## config.mk

```make
export PLATFORM = sky130hd
export DESIGN_NAME = booth_job_sequencer_flat
export DESIGN_NICKNAME = d
export VERILOG_FILES = /design/src/rtl/booth_job_sequencer_if.sv /design/src/rtl/booth_job_sequencer.sv /design/src/flat_wrapper.sv
export SDC_FILE = /design/constraint.sdc
export NUM_CORES = 1
export LEC_CHECK = 0
export CAP_MARGIN = 40
export CORE_MARGIN = 1.5
export CORE_UTILIZATION = 55
export DETAILED_ROUTE_END_ITERATION = 7
export PLACE_DENSITY_LB_ADDON = 0.05
export RECOVER_POWER = 100
export SLEW_MARGIN = 20
export SYNTH_ARGS = -nofsm -noshare
export SYNTH_HDL_FRONTEND = slang
export SYNTH_SLANG_ARGS = --single-unit
```

## constraint.sdc

```tcl
create_clock -name clk -period 6.1 [get_ports clk]
set_input_delay 0.915 -clock clk [delete_from_list [all_inputs] [get_ports clk]]
set_output_delay 0.915 -clock clk [all_outputs]
set_load 0.005 [all_outputs]
```

## src/rtl/booth_job_sequencer_if.sv

```systemverilog
// Handshake/bus bundle between booth_job_sequencer, its operand producer,
// the Booth multiplier controller and the result consumer.
interface booth_job_sequencer_if #(
    parameter int unsigned OP_W  = 4,
    parameter int unsigned TAG_W = 4
);
    logic                  in_valid;
    logic                  in_ready;
    logic [OP_W-1:0]       in_a;
    logic [OP_W-1:0]       in_b;
    logic                  mul_start;
    logic [OP_W-1:0]       mul_a;
    logic [OP_W-1:0]       mul_b;
    logic [2*OP_W-1:0]     mul_result;
    logic                  mul_done;
    logic                  out_valid;
    logic                  out_ready;
    logic [2*OP_W-1:0]     out_result;
    logic [TAG_W-1:0]      out_tag;
    logic                  out_err;

    // Environment side: producer, multiplier and consumer
    modport master (
        output in_valid, in_a, in_b, mul_result, mul_done, out_ready,
        input  in_ready, mul_start, mul_a, mul_b, out_valid, out_result, out_tag, out_err
    );

    // Sequencer side
    modport slave (
        input  in_valid, in_a, in_b, mul_result, mul_done, out_ready,
        output in_ready, mul_start, mul_a, mul_b, out_valid, out_result, out_tag, out_err
    );
endinterface

```

## src/rtl/booth_job_sequencer.sv

```systemverilog
// Queues operand pairs, issues them to the Booth multiplier and returns tagged products.
// Optional watchdog on the multiplier wait: define BOOTH_SEQ_TIMEOUT_EN.
module booth_job_sequencer #(
    parameter int unsigned DEPTH   = 4,
    parameter int unsigned OP_W    = 4,
    parameter int unsigned TAG_W   = 4,
    parameter int unsigned TIMEOUT = 16
) (
    input  logic                   clk,
    input  logic                   rst,
    booth_job_sequencer_if.slave   bus,
    output logic                   busy
);
    localparam int unsigned PTR_W = $clog2(DEPTH);
    localparam int unsigned CNT_W = $clog2(DEPTH + 1);
    localparam int unsigned RES_W = 2 * OP_W;

    if (DEPTH < 2 || (DEPTH & (DEPTH - 1)) != 0 || TIMEOUT < 1) begin : g_param_check
        $error("booth_job_sequencer: DEPTH must be a power of 2 >= 2, TIMEOUT >= 1");
    end

    typedef enum logic [1:0] {IDLE, ISSUE, WAIT} state_t;

    state_t              state_q, state_nxt;
    logic [OP_W-1:0]     fifo_a [DEPTH];
    logic [OP_W-1:0]     fifo_b [DEPTH];
    logic [PTR_W-1:0]    wr_ptr_q, rd_ptr_q;
    logic [CNT_W-1:0]    count_q;
    logic                mul_start_q;
    logic [OP_W-1:0]     mul_a_q, mul_b_q;
    logic                out_valid_q;
    logic [RES_W-1:0]    out_result_q;
    logic [TAG_W-1:0]    out_tag_q, tag_q;
    logic                out_err_q;
    logic                full_c, push_c, issue_c, capture_c, expire_c;

    assign full_c = (count_q == CNT_W'(DEPTH));
    assign push_c = bus.in_valid && !full_c;

    // Next-state and per-cycle strobes
    always_comb begin
        state_nxt = state_q;
        issue_c   = 1'b0;
        capture_c = 1'b0;
        case (state_q)
            IDLE: begin
                if (count_q != '0 && (!out_valid_q || bus.out_ready)) begin
                    issue_c   = 1'b1;
                    state_nxt = ISSUE;
                end
            end
            ISSUE: state_nxt = WAIT;
            WAIT: begin
                if (bus.mul_done || expire_c) begin
                    capture_c = 1'b1;
                    state_nxt = IDLE;
                end
            end
            default: state_nxt = IDLE;
        endcase
    end

    always_ff @(posedge clk or negedge rst) begin
        if (!rst) state_q <= IDLE;
        else      state_q <= state_nxt;
    end

    // Operand storage carries no reset; validity is tracked by the pointers
    always_ff @(posedge clk) begin
        if (push_c) begin
            fifo_a[wr_ptr_q] <= bus.in_a;
            fifo_b[wr_ptr_q] <= bus.in_b;
        end
    end

    always_ff @(posedge clk or negedge rst) begin
        if (!rst) begin
            wr_ptr_q     <= '0;
            rd_ptr_q     <= '0;
            count_q      <= '0;
            mul_start_q  <= 1'b0;
            mul_a_q      <= '0;
            mul_b_q      <= '0;
            out_valid_q  <= 1'b0;
            out_result_q <= '0;
            out_tag_q    <= '0;
            tag_q        <= '0;
        end else begin
            if (push_c)  wr_ptr_q <= wr_ptr_q + PTR_W'(1);
            if (issue_c) rd_ptr_q <= rd_ptr_q + PTR_W'(1);
            count_q     <= count_q + CNT_W'(push_c) - CNT_W'(issue_c);
            mul_start_q <= issue_c;
            if (issue_c) begin
                mul_a_q <= fifo_a[rd_ptr_q];
                mul_b_q <= fifo_b[rd_ptr_q];
            end
            if (out_valid_q && bus.out_ready) out_valid_q <= 1'b0;
            // A capture only happens in WAIT, where the output slot is already free
            if (capture_c) begin
                out_valid_q  <= 1'b1;
                out_result_q <= bus.mul_done ? bus.mul_result : '0;
                out_tag_q    <= tag_q;
                tag_q        <= tag_q + TAG_W'(1);
            end
        end
    end

`ifdef BOOTH_SEQ_TIMEOUT_EN
    localparam int unsigned WCNT_W = $clog2(TIMEOUT + 1);

    logic [WCNT_W-1:0] wait_cnt_q;

    // mul_done has priority over expiry in the same cycle
    assign expire_c = (state_q == WAIT) && !bus.mul_done
                      && (wait_cnt_q == WCNT_W'(TIMEOUT - 1));

    always_ff @(posedge clk or negedge rst) begin
        if (!rst) begin
            wait_cnt_q <= '0;
            out_err_q  <= 1'b0;
        end else begin
            if (state_q == ISSUE)
                wait_cnt_q <= '0;
            else if (state_q == WAIT && !bus.mul_done)
                wait_cnt_q <= wait_cnt_q + WCNT_W'(1);
            if (capture_c) out_err_q <= !bus.mul_done;
        end
    end
`else
    assign expire_c  = 1'b0;
    assign out_err_q = 1'b0;
`endif

    assign bus.in_ready   = !full_c;
    assign bus.mul_start  = mul_start_q;
    assign bus.mul_a      = mul_a_q;
    assign bus.mul_b      = mul_b_q;
    assign bus.out_valid  = out_valid_q;
    assign bus.out_result = out_result_q;
    assign bus.out_tag    = out_tag_q;
    assign bus.out_err    = out_err_q;
    assign busy           = (state_q != IDLE) || (count_q != '0);

endmodule

```

## src/flat_wrapper.sv

```systemverilog
// flat-port wrapper written by rule: the top's interface ports become plain ports
module booth_job_sequencer_flat 
#(
    parameter int unsigned DEPTH   = 4,
    parameter int unsigned OP_W    = 4,
    parameter int unsigned TAG_W   = 4,
    parameter int unsigned TIMEOUT = 16
)
  (clk, rst, busy, bus_in_valid, bus_in_a, bus_in_b, bus_mul_result, bus_mul_done, bus_out_ready, bus_in_ready, bus_mul_start, bus_mul_a, bus_mul_b, bus_out_valid, bus_out_result, bus_out_tag, bus_out_err);
  booth_job_sequencer_if #(.OP_W(OP_W), .TAG_W(TAG_W)) bus_i ();
  input  logic clk;
  input  logic rst;
  output logic busy;
  input wire logic [$bits(bus_i.in_valid)-1:0] bus_in_valid;
  input wire logic [$bits(bus_i.in_a)-1:0] bus_in_a;
  input wire logic [$bits(bus_i.in_b)-1:0] bus_in_b;
  input wire logic [$bits(bus_i.mul_result)-1:0] bus_mul_result;
  input wire logic [$bits(bus_i.mul_done)-1:0] bus_mul_done;
  input wire logic [$bits(bus_i.out_ready)-1:0] bus_out_ready;
  output wire logic [$bits(bus_i.in_ready)-1:0] bus_in_ready;
  output wire logic [$bits(bus_i.mul_start)-1:0] bus_mul_start;
  output wire logic [$bits(bus_i.mul_a)-1:0] bus_mul_a;
  output wire logic [$bits(bus_i.mul_b)-1:0] bus_mul_b;
  output wire logic [$bits(bus_i.out_valid)-1:0] bus_out_valid;
  output wire logic [$bits(bus_i.out_result)-1:0] bus_out_result;
  output wire logic [$bits(bus_i.out_tag)-1:0] bus_out_tag;
  output wire logic [$bits(bus_i.out_err)-1:0] bus_out_err;
  assign bus_i.in_valid = bus_in_valid;
  assign bus_i.in_a = bus_in_a;
  assign bus_i.in_b = bus_in_b;
  assign bus_i.mul_result = bus_mul_result;
  assign bus_i.mul_done = bus_mul_done;
  assign bus_i.out_ready = bus_out_ready;
  assign bus_in_ready = bus_i.in_ready;
  assign bus_mul_start = bus_i.mul_start;
  assign bus_mul_a = bus_i.mul_a;
  assign bus_mul_b = bus_i.mul_b;
  assign bus_out_valid = bus_i.out_valid;
  assign bus_out_result = bus_i.out_result;
  assign bus_out_tag = bus_i.out_tag;
  assign bus_out_err = bus_i.out_err;
  booth_job_sequencer #(.DEPTH(DEPTH), .OP_W(OP_W), .TAG_W(TAG_W), .TIMEOUT(TIMEOUT)) u_core (.clk(clk), .rst(rst), .bus(bus_i), .busy(busy));
endmodule
```

Sequential cells grouped by signal name:
Bar = 20 µm. Other sequential cells in the stronger gray, the rest of the logic in the fainter gray.
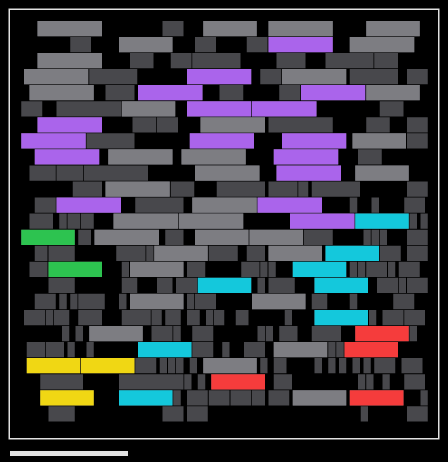
color	netlist name	sequential cells
purple	u_core.fifo_a	16
red	u_core.bus.out_tag	4
cyan	u_core.bus.out_result	8
yellow	u_core.count_q	3
green	u_core.wr_ptr_q	2
sequential power: 747 µW
flop share of the area: 0.5439
Layout Utilization: 0.7197
register area: 1837 µm²

Wire density map:
The die is cut into 14 by 14 equal tiles; dark purple is low, yellow is high, scaled to the fullest tile. Values are wire area over tile area, all layers added.
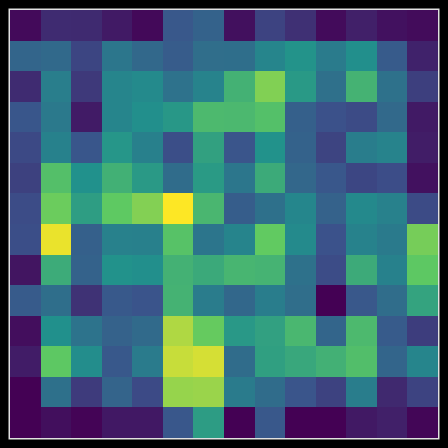
fullest tile	0.36
mean over tiles	0.14
tiles over half the peak	27%
nearly empty tiles	4.1%

==> summary.txt <==
yosys + openroad results -> final wirelength ~4600 µm, post-layout min period about 3.1 ns, pin count of the biggest net entering global routing 36, fin. max-slew vios 36, Layout Nets approximately 250, worst slew pin tran roughly 1.9 ns, status finished with violations, Clock Root Buffer clkbuf_8, Netlist cell types 24, grt ovf 0, Mean Syn Cell Area around 15 µm², Synth top cell by count nand2_1, IO Port Bufs approximately 44, fill count 338, EDFF count, synth 32, clock share of power 0.273, unrepaired setup endpoints after global routing no, adder-cell area share of the yosys netlist 0.04051, IR drop worst, VDD 0.0003271 V, Sw Ratio 0.2820, area share, top type 0.3618, total CTS buffers 9, first-pass GRT wire length about 7700 µm, Complex Gates by Area 0.006123, Post-Synth Simple-Gate Area 0.09797, DIE HEIGHT about 72 µm, fraction of synthesized area in multiplexers 0.1060, Via density around 5.3, CP required between 6 and 7 ns, Core Rows 25, Layout Skew 0.01098 ns, top cells by count nand2_1, dfrtp_1, edfxtp_1, chip area about 5300 µm², Ports around 46, Synthesized Nets around 200, post-CTS setup buffer count 0, antenna violations before repair 0, Rel. slew slack -0.2743, Max Clock Freq 0.3182 GHz, TritonCTS clock tree built, Place WS ~2.9 ns, drc violations 0, DRT Pass-1 Iters 4, Final setup violation count 0, Syn-to-layout area delta 27.13%, yosys stat area 2656 µm², maximum fanout along the worst path 11, total internal power about 1.3 mW, hold violation total from the final report 0, vias in the first global route ~1600, # diodes 0, CTS sink cnt approximately 67, failing checks capacitance limit, slew limit, ys flop type dfrtp_1, floorplan utilization 0.5661, CP Class input pin to register, Final Power ~1.7 mW, max_cap viols 1, Netlist Area Pre-Place around 2700 µm², hold_buf cts 0
Metal layers overlaid:
Two of the layers only.
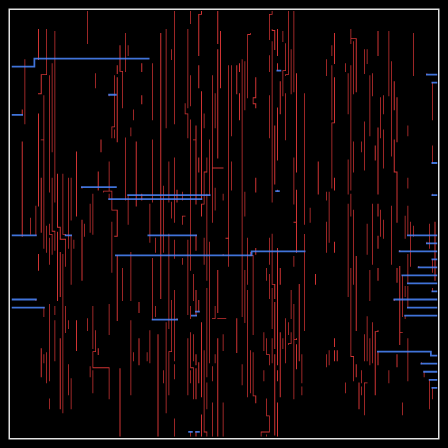
color	layer	wire length
blue	met3	189 µm
red	met2	2370 µm

cell type report:
cell class / count / area share
well taps: 54 / 0.02001
clock buffers: 9 / 0.03668
repair buffers: 45 / 0.1315
multi-input cells: 93 / 0.2164
inverters: 9 / 0.01000
flip-flops and latches: 67 / 0.5439
clock inverters: 7 / 0.04150
flip-flops by register name, indices dropped and copies added, names as in the netlist:
| name | flops |
|---|---|
| u_core.bus.out_valid | 1 |
| u_core.bus.out_result | 8 |
| u_core.wr_ptr_q | 2 |
| u_core.bus.mul_start | 1 |
| u_core.fifo_a | 16 |
| u_core.bus.mul_b | 4 |
| u_core.bus.out_tag | 4 |
| u_core.state_q | 2 |
| u_core.rd_ptr_q | 2 |
| u_core.tag_q | 4 |
| u_core.fifo_b | 16 |
| u_core.count_q | 3 |
| u_core.bus.mul_a | 4 |
stage by stage:
stage / std cells / hold WS [ns] / instance area [µm²] / util
floorplan: 176 / 0.4454 / 2656 / -
global placement: 268 / 0.4573 / 3126 / 0.6661
detailed placement: 268 / 0.4621 / 3126 / 0.6661
CTS: 284 / 0.4801 / 3390 / 0.7224
global route: 284 / 0.5060 / 3377 / 0.7197
finish: 284 / 0.4704 / 3377 / 0.7197
worst max-delay path, stage by stage:
cell and delay (ns):
dlygate4sd3_1 0.52, nand2b_1 0.18, nand3_1 0.43, inv_1 0.13, ha_1 0.31, inv_1 0.04
ha_1 0.18, fa_1 0.38, xnor2_1 0.18, xnor2_1 0.13
layer usage:
metal | routed length, µm | vias up | GRT usage
li1 | - | 701 | -
met1 | 1868 | 751 | 0.2369
met2 | 2371 | 44 | 0.3405
met3 | 188 | 12 | 0.05000
met4 | 127 | 0 | 0.1342
met5 | 0 | - | 0
final timing paths:
kind	to	slack, ns	start
worst max register to register	u_core.count_q[2]	3.45	u_core.count_q[0]
max in group asynchronous	u_core.bus.mul_b[2]	3.35	rst
min in group asynchronous	u_core.bus.out_tag[0]	1.65	rst
worst min register to register	u_core.bus.out_result[4]	0.47	u_core.bus.out_result[4]
worst max-delay path	u_core.count_q[2]	2.96	bus_out_ready
worst min-delay path	u_core.bus.out_result[4]	0.47	u_core.bus.out_result[4]
cells in the final DEF, fill, tap and decap left out, drive strengths merged, types with 4 or more instances in the layout:
cell / instances
mux4: 8
mux2: 9
inv: 9
clkdlybuf4s50: 8
clkbuf: 10
bufinv: 4
edfxtp: 32
dlygate4sd3: 36
and2: 4
xnor2: 8
dfrtp: 35
ha: 7
nand2: 42
cell families (layout without fill, tap and decap cells):
group / count (synthesis) / count (layout)
buffers and inverters: 16 / 70
AND-OR/OR-AND: 2 / 2
adder cells (fa/ha/maj): 8 / 8
multiplexers: 17 / 17
other: 1 / 1
flip-flops: 67 / 67
AND/OR/NAND/NOR: 57 / 57
XOR/XNOR: 8 / 8
power by group through the flow:
stage	Combinational (mW)	Clock, mW	Sequential, mW
2_1_floorplan	0.363	0	0.720
3_3_place_gp	0.538	0	0.753
3_5_place_dp	0.563	0	0.762
4_1_cts	0.564	0.484	0.754
5_1_grt	0.589	0.502	0.771
6_report	0.519	0.476	0.747
Power and IR drop assume default switching activity.
